**Run 1: wiring by layer**

Drawn at 4 px/um. Two of the layers only.
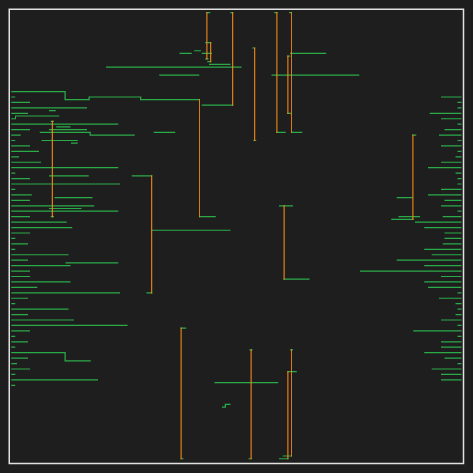
**Run 1: clock nets**

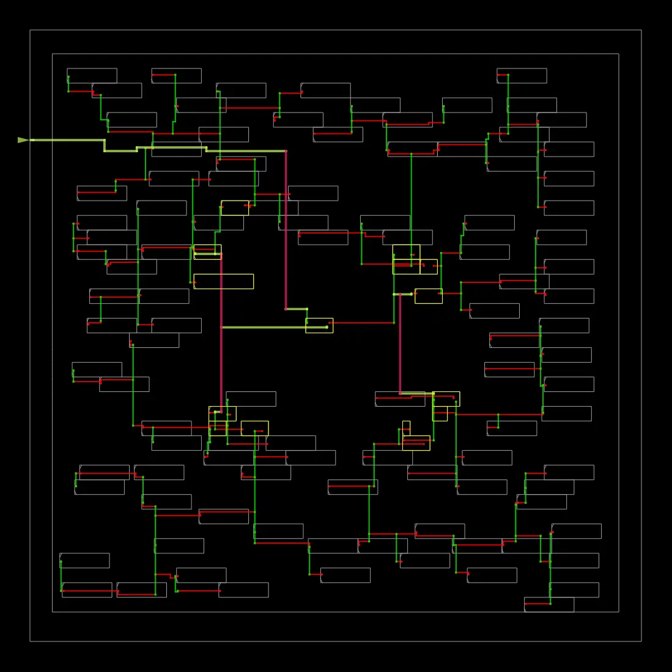
**Run 1: port wiring**

Drawn at 3 px/um.
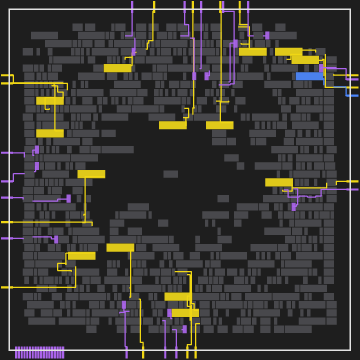
`config.mk`:
```
export PLATFORM = sky130hd
export DESIGN_NAME = tcm_write_arbiter
export DESIGN_NICKNAME = d
export VERILOG_FILES = /design/src/rtl/tcm_write_arbiter.sv
export SDC_FILE = /design/constraint.sdc
export NUM_CORES = 1
export LEC_CHECK = 0
export ABC_AREA = 1
export CAP_MARGIN = 20
export CORE_MARGIN = 4
export CORE_UTILIZATION = 41
export DETAILED_ROUTE_END_ITERATION = 8
export PLACE_DENSITY = 0.92
export REMOVE_ABC_BUFFERS = 1
export SLEW_MARGIN = 20
export SYNTH_ARGS = -nofsm -noshare
export SYNTH_HDL_FRONTEND = slang
export SYNTH_SLANG_ARGS = --single-unit
export TNS_END_PERCENT = 100
```
`constraint.sdc`:
```
create_clock -name clk -period 4.5 [get_ports clk]
set_input_delay 0.9 -clock clk [delete_from_list [all_inputs] [get_ports clk]]
set_output_delay 0.9 -clock clk [all_outputs]
set_load 0.02 [all_outputs]
```
`src/rtl/tcm_write_arbiter.sv`:
```
// -----------------------------------------------------------------------------
// tcm_write_arbiter
//
// Sequences every write into the dual-copy TCM (one DTCM and one ITCM image of
// the same address space). The DTCM store port is shared between the core
// store path and an external loader. Every loader beat is written into both
// copies. The core is held in BOOT until the loader delivers its last beat.
//
// Ports
//   clk, rst                 clock, asynchronous active-high reset
//   st_req_i/addr/data/mask  core store request (level, held until st_done_o)
//   st_done_o                one-cycle pulse in the cycle the store is written
//   ld_valid_i/ready_o       loader handshake (ready is combinational)
//   ld_waddr_i/data/last     loader word address, data, final-boot-beat flag
//   core_hold_o              keeps the core stalled while in BOOT
//   dtcm_we/be/addr/data_o   DTCM write port (registered)
//   itcm_we/addr/data_o      ITCM write port (registered)
//   itcm_stale_o             only with TCM_ITCM_STORE_MIRROR_EN
//
// Optional feature macro: TCM_ITCM_STORE_MIRROR_EN
//   Defined: full-mask core stores are mirrored into the ITCM. Partial-mask
//   stores cannot be mirrored because the ITCM has no byte enables. They set
//   a dirty flag (exported as itcm_stale_o). The flag clears when the loader
//   next writes that address.
// -----------------------------------------------------------------------------
module tcm_write_arbiter #(
    parameter int unsigned WORD_AW   = 14,
    parameter int unsigned MAX_WAIT  = 4,
    parameter bit          BOOT_HOLD = 1'b1
) (
    input  logic               clk,
    input  logic               rst,
    input  logic               st_req_i,
    input  logic [31:0]        st_addr_i,
    input  logic [31:0]        st_data_i,
    input  logic [3:0]         st_mask_i,
    output logic               st_done_o,
    input  logic               ld_valid_i,
    output logic               ld_ready_o,
    input  logic [WORD_AW-1:0] ld_waddr_i,
    input  logic [31:0]        ld_data_i,
    input  logic               ld_last_i,
    output logic               core_hold_o,
    output logic               dtcm_we_o,
    output logic [3:0]         dtcm_be_o,
    output logic [WORD_AW-1:0] dtcm_addr_o,
    output logic [31:0]        dtcm_data_o,
    output logic               itcm_we_o,
    output logic [WORD_AW-1:0] itcm_addr_o,
    output logic [31:0]        itcm_data_o
`ifdef TCM_ITCM_STORE_MIRROR_EN
    ,
    output logic               itcm_stale_o
`endif
);

    localparam int unsigned WAIT_W = (MAX_WAIT < 1) ? 1 : $clog2(MAX_WAIT + 1);
    localparam logic [WAIT_W-1:0] WAIT_LIMIT = WAIT_W'(MAX_WAIT);

    typedef enum logic {
        S_BOOT = 1'b0,
        S_RUN  = 1'b1
    } state_t;

    localparam state_t RESET_STATE = BOOT_HOLD ? S_BOOT : S_RUN;

    state_t              r_state;
    state_t              w_state_nxt;
    logic [WAIT_W-1:0]   r_wait;
    logic [WAIT_W-1:0]   w_wait_nxt;
    logic                w_ld_grant;
    logic                w_st_grant;
    logic                w_st_req_eff;
    logic                w_st_full;

    logic                r_st_done;
    logic                r_dtcm_we;
    logic [3:0]          r_dtcm_be;
    logic [WORD_AW-1:0]  r_dtcm_addr;
    logic [31:0]         r_dtcm_data;
    logic                r_itcm_we;
    logic [WORD_AW-1:0]  r_itcm_addr;
    logic [31:0]         r_itcm_data;

    logic [WORD_AW-1:0]  w_st_waddr;
    logic                w_unused_addr;

    assign w_st_waddr    = st_addr_i[WORD_AW+1:2];
    assign w_unused_addr = ^{st_addr_i[31:WORD_AW+2], st_addr_i[1:0]};
    assign w_st_full     = (st_mask_i == 4'hF);

    // The store being acknowledged this cycle is still presented by the core,
    // so it is masked to avoid granting it a second time.
    assign w_st_req_eff  = st_req_i & ~r_st_done;

    always_ff @(posedge clk or posedge rst) begin
        if (rst) begin
            r_state <= RESET_STATE;
            r_wait  <= '0;
        end else begin
            r_state <= w_state_nxt;
            r_wait  <= w_wait_nxt;
        end
    end

    always_comb begin
        w_state_nxt = r_state;
        w_wait_nxt  = r_wait;
        w_ld_grant  = 1'b0;
        w_st_grant  = 1'b0;
        case (r_state)
            S_BOOT: begin
                w_ld_grant = ld_valid_i;
                w_wait_nxt = '0;
                if (ld_valid_i && ld_last_i) begin
                    w_state_nxt = S_RUN;
                end
            end
            S_RUN: begin
                if (ld_valid_i && (r_wait == WAIT_LIMIT)) begin
                    w_ld_grant = 1'b1;
                end else if (w_st_req_eff) begin
                    w_st_grant = 1'b1;
                end else if (ld_valid_i) begin
                    w_ld_grant = 1'b1;
                end
                // The counter only moves while a loader beat is pending. It
                // holds its value while the loader is idle.
                if (w_ld_grant) begin
                    w_wait_nxt = '0;
                end else if (ld_valid_i && (r_wait != WAIT_LIMIT)) begin
                    w_wait_nxt = r_wait + 1'b1;
                end
            end
            default: begin
                w_state_nxt = RESET_STATE;
            end
        endcase
    end

    // In BOOT the loader is always ready. Ready is gated during reset so the
    // port reads 0 while rst is high.
    assign ld_ready_o  = ~rst & ((r_state == S_BOOT) | w_ld_grant);
    assign core_hold_o = (r_state == S_BOOT);

    always_ff @(posedge clk or posedge rst) begin
        if (rst) begin
            r_st_done   <= 1'b0;
            r_dtcm_we   <= 1'b0;
            r_dtcm_be   <= '0;
            r_dtcm_addr <= '0;
            r_dtcm_data <= '0;
            r_itcm_we   <= 1'b0;
            r_itcm_addr <= '0;
            r_itcm_data <= '0;
        end else begin
            r_st_done <= w_st_grant;
            r_dtcm_we <= w_ld_grant | w_st_grant;
`ifdef TCM_ITCM_STORE_MIRROR_EN
            r_itcm_we <= w_ld_grant | (w_st_grant & w_st_full);
`else
            r_itcm_we <= w_ld_grant;
`endif
            if (w_ld_grant) begin
                r_dtcm_be   <= 4'hF;
                r_dtcm_addr <= ld_waddr_i;
                r_dtcm_data <= ld_data_i;
                r_itcm_addr <= ld_waddr_i;
                r_itcm_data <= ld_data_i;
            end else if (w_st_grant) begin
                r_dtcm_be   <= st_mask_i;
                r_dtcm_addr <= w_st_waddr;
                r_dtcm_data <= st_data_i;
`ifdef TCM_ITCM_STORE_MIRROR_EN
                if (w_st_full) begin
                    r_itcm_addr <= w_st_waddr;
                    r_itcm_data <= st_data_i;
                end
`endif
            end
        end
    end

`ifdef TCM_ITCM_STORE_MIRROR_EN
    logic               r_dirty;
    logic [WORD_AW-1:0] r_dirty_addr;

    always_ff @(posedge clk or posedge rst) begin
        if (rst) begin
            r_dirty      <= 1'b0;
            r_dirty_addr <= '0;
        end else if (w_st_grant && !w_st_full) begin
            r_dirty      <= 1'b1;
            r_dirty_addr <= w_st_waddr;
        end else if (w_ld_grant && (ld_waddr_i == r_dirty_addr)) begin
            r_dirty <= 1'b0;
        end
    end

    assign itcm_stale_o = r_dirty;
`endif

    assign st_done_o   = r_st_done;
    assign dtcm_we_o   = r_dtcm_we;
    assign dtcm_be_o   = r_dtcm_be;
    assign dtcm_addr_o = r_dtcm_addr;
    assign dtcm_data_o = r_dtcm_data;
    assign itcm_we_o   = r_itcm_we;
    assign itcm_addr_o = r_itcm_addr;
    assign itcm_data_o = r_itcm_data;

endmodule

```
==> results.ini, run 1 <==
[cts]
post_cts_buffers = 0
tritoncts = yes
clk_path_buf_depth = 2
cts_hold_buf = 0
htree_levels = 3
clkTransAtPathRegs_ns = 0.09
cts_root_buf = clkbuf_8

[detailed_routing]
drc = 0
post_drt_wl_per_cell_um = 15.3
first_pass_iters = 5
vias = 4371
via_per_inst = 5.00
drt-initial-drc-count = 350
drtAntennaViolNets = 0

[die]
die_w_um = 113
die_area_um2 = 12800
rows = 38
ios = 220
die_h_um = 113
floorplan.core_util = 0.419

[yosys]
ys_ff = 103
yosys-stat-cells = 546
ys_chip_area_um2 = 4540
yosys-top-cells-area = dfrtp_1, nand2_1, nand3_1
post-synth-top-count-cell = nand2_1
yosys-top-cells-count = nand2_1, dfrtp_1, nand3_1, inv_1
ff_type = dfrtp_1
top_area_frac = 0.568
ys_async_sr_fraction = 1.00
synth_seq_share = 0.568
synth_cell_types = 17
edf_count = 0
synth_area_per_cell_um2 = 8.31
syn_area_um2 = 4540
yosysTopAreaCell = dfrtp_1
syn_inst = 546

[setup_path]
critical_path.startpoint_type = input port
worstPathMaxFanout = 32
r2r_slack_ns = 2.04
cp-endpoint = ld_ready_o
arrival_ns = 2.57
cp-startpoint = st_req_i
critical_path_class = in2out
reg2reg_to = dtcm_addr_o[13]
reg2reg_from = r_wait[0]
required_ns = 3.60

[cells_and_area]
final_cell_mix = clkdlybuf4s50_1, nand2_1, dfrtp_1, nand3_1, inv_1
regArea_um2 = 2580
antenna_cells = 0
stdcell_count = 874
final_common_cell = clkdlybuf4s50_1
syn_to_final_growth_pct = 50.1
utilization = 0.628
fillers = 921
fin_nets = 851
drive_above_1_share = 0.0395

[grt]
antenna_found_initial = 0
grt_first_pass_wirelength_um = 21400
grt.overflow.total = 0
grt_pass1_vias = 4426
grt_usage = 0.206
grt_max_degree = 86

[final_timing]
min_period_ns = 3.47
finalSetupViolCount = 0
fin_ws_ns = 1.03
slew_headroom = 0.496
max_freq_mhz = 289
rsz0062_at_grt = false
timing.final.crit_share = 0.770
tightest_slew_ns = 0.756
fin_setup_tns_ns = 0

[min_path]
hold_path_depth = 2
holdCritStartpoint = itcm_data_o[20]
min_path_type = reg2reg
holdPathEnd = itcm_data_o[20]

[flow_run]
warning_count = 44
cap_violations = 0

[pwr]
p_leak_uw = 0.00334
vdd_ir_drop_max_mv = 0.186
power-per-cell-area_nw_per_um2 = 355

[placed_design]
pre_cts_ws_ns = 1.01
dp_hpwl_um = 9390
io_buffers = 201
placed_cells = 859

[outcome]
status = complete, no violations

About 'wiring by layer':
metal 3 -> green  # wire length 1,060 um
metal 4 -> orange  # wire length 367 um

About 'clock nets':
TritonCTS Buffers: 9
Clock Skew: 0.0152 ns
clock sinks: 103

About 'port wiring':
st_addr_i -> purple  # bits 32, direction input, edge 21 bottom, 5 top, 4 left, 2 right, end cells 14, wire 265 um
dtcm_addr_o -> yellow  # bits 14, direction output, edge 4 top, 4 left, 3 bottom, 3 right, end cells 14, wire 493 um
itcm_we_o -> blue  # bits 1, direction output, edge right, end cells 1, wire 10.2 um

run 1: through the flow:
step           hold slack, ns  cell area, um^2  power, uW
6_report                0.477             6810       2420
5_1_grt                 0.507             6810       2550
4_1_cts                 0.479             6810       2450
3_5_place_dp            0.458             6610       1860
3_3_place_gp            0.453             6610       1840
2_1_floorplan           0.537             4340       1450
run 1: metal layers:
layer  GRT usage  vias up  share of wire
li1            -     2083              -
met1       0.248     2058           0.40
met2       0.359      197           0.49
met3      0.0519       33          0.079
met4      0.0729        0          0.027
met5           0        -              0
run 1: flip-flops by register name, summed over array words and instances, names as in the netlist, 3 cells and up:
signal	cells
dtcm_addr_o	14
dtcm_be_o	4
itcm_addr_o	14
r_wait	3
dtcm_data_o	32
itcm_data_o	32
run 1: worst max-delay path: stages:
cell	delay, ns
clkdlybuf4s50_1	0.40
nand2_1	0.11
nor2_4	0.05
nand2_4	0.30
nand2_1	0.09
nor2_1	0.10
clkdlybuf4s50_1	0.62
run 1: cell type report:
cell class / count / share of cell area
clock buffers: 11 / 0.0208
clock inverters: 4 / 0.00808
inverters: 53 / 0.0299
multi-input cells: 354 / 0.230
flip-flops and latches: 103 / 0.378
well taps: 140 / 0.0257
repair buffers: 209 / 0.307
run 1: power breakdown:
group	leakage, uW	switching, uW	internal (uW)
Sequential	0.00122	65.1	1040
Clock	0.0000960	308	273
Combinational	0.00202	386	347
Total	0.00334	759	1660
run 1: logic make-up (layout without fill, tap and decap cells):
logic type / after synthesis / after routing / share of synthesized area
XOR/XNOR: 1 / 1 / 0.00193
AND/OR/NAND/NOR: 298 / 298 / 0.278
adder cells (fa/ha/maj): 2 / 2 / 0.00551
AND-OR/OR-AND: 53 / 53 / 0.0585
buffers and inverters: 89 / 277 / 0.0885
flip-flops: 103 / 103 / 0.568
**Run 1: layout detail**

Window x 75 to 95, y 75 to 95 um. Cells in grey, sequential cells in the stronger grey; small squares are vias.
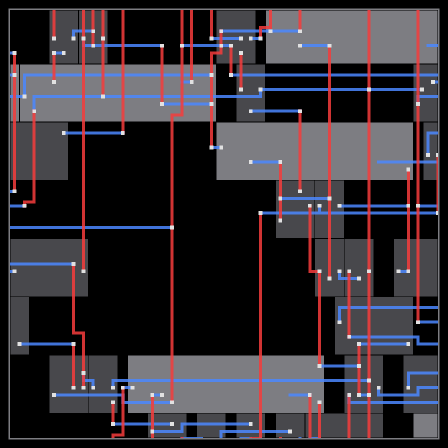

## Run 2: what changed since run 1
==> constraint.sdc (replaced) <==
create_clock -name clk -period 3.3 [get_ports clk]
set_input_delay 0.66 -clock clk [delete_from_list [all_inputs] [get_ports clk]]
set_output_delay 0.66 -clock clk [all_outputs]
set_load 0.02 [all_outputs]
**Run 2: layout detail**

Window x 75 to 95, y 75 to 95 um. Cells in grey, sequential cells in the stronger grey; small squares are vias.
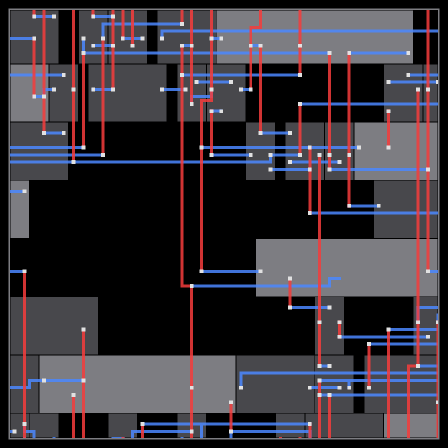
metal 2 -> red
metal 1 -> blue
cells with their middle in the window = 24
netlist names of flops here include = itcm_data_o (2), dtcm_data_o (1)
most frequent = clkdlybuf4s50_1 (6), nand2_1 (4)
sequential cells in the window = 3

**Run 2: met2 routing**

Drawn at 3 px/um. Cells faint in the background.
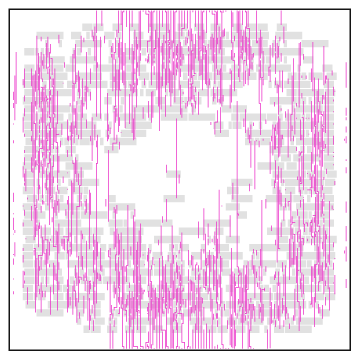
share of all routed wire = 50%
longest straight run = 55.2 um

==> run 2 against run 1 <==
  * Critical path depth stayed put
  * Synthesized area stayed put
  * Setup slack worse by 0.40 ns
  * Clock power is 25% higher
  * Non-clock buffer count is 3 higher
  * Critical endpoint unchanged
  * Largest power group unchanged
==> results.ini, run 2 <==
[cells_and_area]
drive_above_1_share = 0.0434  ; +0.00385
final_cell_mix = clkdlybuf4s50_1, nand2_1, dfrtp_1, nand3_1, inv_1
final_common_cell = clkdlybuf4s50_1
stdcell_count = 878  ; +0.46%
regArea_um2 = 2580  ; unchanged

[cts]
htree_levels = 3  ; unchanged
clock_sinks = 103  ; unchanged
cts_hold_buf = 0  ; unchanged
clk_path_buf_depth = 2  ; unchanged
cts_buffers = 9  ; unchanged
post_cts_buffers = 0  ; unchanged
cts_root_buf = clkbuf_8

[flow_run]
warning_count = 44  ; unchanged
cap_violations = 0  ; unchanged

[setup_path]
r2r_slack_ns = 1.26  ; -0.78 ns
critical_path.startpoint_type = input port
cp-startpoint = st_req_i
required_ns = 2.64  ; -0.96 ns
arrival_ns = 2.00  ; -0.57 ns
worstPathMaxFanout = 2  ; -94%
reg2reg_from = r_wait[0]
cp-endpoint = ld_ready_o

[die]
rows = 38  ; unchanged
die_h_um = 113  ; unchanged
die_w_um = 113  ; unchanged
die_area_um2 = 12800  ; unchanged

[final_timing]
fin_setup_tns_ns = 0  ; unchanged
max_freq_mhz = 376
rsz0062_at_grt = false
slew_headroom = 0.554  ; +0.0576
skew_ns = 0.0168  ; +0.00156 ns

[pwr]
p_total_uw = 3240  ; +34%
power-per-cell-area_nw_per_um2 = 475  ; +34%
vdd_ir_drop_max_mv = 0.265  ; +42%
p_leak_uw = 0.00334  ; about the same

[grt]
grt_use_met1 = 0.248  ; +0.000340
antenna_found_initial = 0  ; unchanged
gr-usage-met3 = 0.0524  ; +0.000535
grt_first_pass_wirelength_um = 22000  ; +2.6%
top_usage_layer = met2
grt_usage = 0.213  ; +0.00644

[placed_design]
placed_cells = 862  ; +0.35%
io_buffers = 201  ; unchanged

[yosys]
ys_chip_area_um2 = 4540  ; unchanged
yosys-top-cells-count = nand2_1, dfrtp_1, nand3_1, inv_1
post-synth-top-count-cell = nand2_1
yosysTopAreaCell = dfrtp_1

[detailed_routing]
first_pass_iters = 5  ; unchanged
vias = 4407  ; +0.82%
via_per_inst = 5.02  ; +0.36%
post_drt_wl_per_cell_um = 15.4  ; +0.98%
drt-initial-drc-count = 310  ; -11%
drtAntennaViolNets = 0  ; unchanged

[min_path]
hold_path_depth = 2  ; unchanged

[outcome]
status = complete, no violations

[run 2: cell families after synthesis]
| logic type | count (synthesis) | synth area share |
|---|---|---|
| and+or+nand+nor | 298 | 0.278 |
| adders and majority gates | 2 | 0.00551 |
| buffers and inverters | 89 | 0.0885 |
| xor gates and xnor gates | 1 | 0.00193 |
| DFF | 103 | 0.568 |
| AOI/OAI and AO/OA | 53 | 0.0585 |
[run 2: worst min-delay path by stage]
stage	endpoint	slack [ns]
floorplan	r_wait[1]	0.54
CTS	itcm_addr_o[6]	0.48
finish	itcm_addr_o[6]	0.48
detailed placement	itcm_data_o[9]	0.46
global route	itcm_data_o[13]	0.50
global placement	itcm_addr_o[0]	0.45
[run 2: final cells by class]
cell class	instances	area share
repair buffers	212	0.312
multi-input cells	354	0.230
clock buffers	12	0.0213
clock inverters	4	0.00458
inverters	53	0.0295
well taps	140	0.0257
flip-flops and latches	103	0.378
[run 2: metal layers]
layer	part of all wire	up-vias
met5	0	-
met4	0.027	0
met3	0.074	37
met2	0.50	191
met1	0.40	2093
li1	-	2086
[run 2: metrics by stage]
stage / setup slack, ns / cell area [um^2]
finish: 0.638 / 6820
global route: 0.555 / 6820
floorplan: -0.0638 / 4340
global placement: 0.615 / 6650
CTS: 0.630 / 6820
detailed placement: 0.631 / 6650
[run 2: power by group]
part	leakage [uW]	internal, uW	total [uW]	switching (uW)
sequential	0.00122	1420	1510	89.4
clock	0.0000788	298	725	427
combinational	0.00204	477	1000	528
total	0.00334	2200	3240	1040
[run 2: critical path, cell delays in order]
cell	delay, ns
clkdlybuf4s50_1	0.40
nand2_1	0.11
nor2_4	0.05
nand2_4	0.05
nand2_1	0.04
nor2_1	0.08
clkdlybuf4s50_1	0.61
Power and IR drop assume default switching activity.
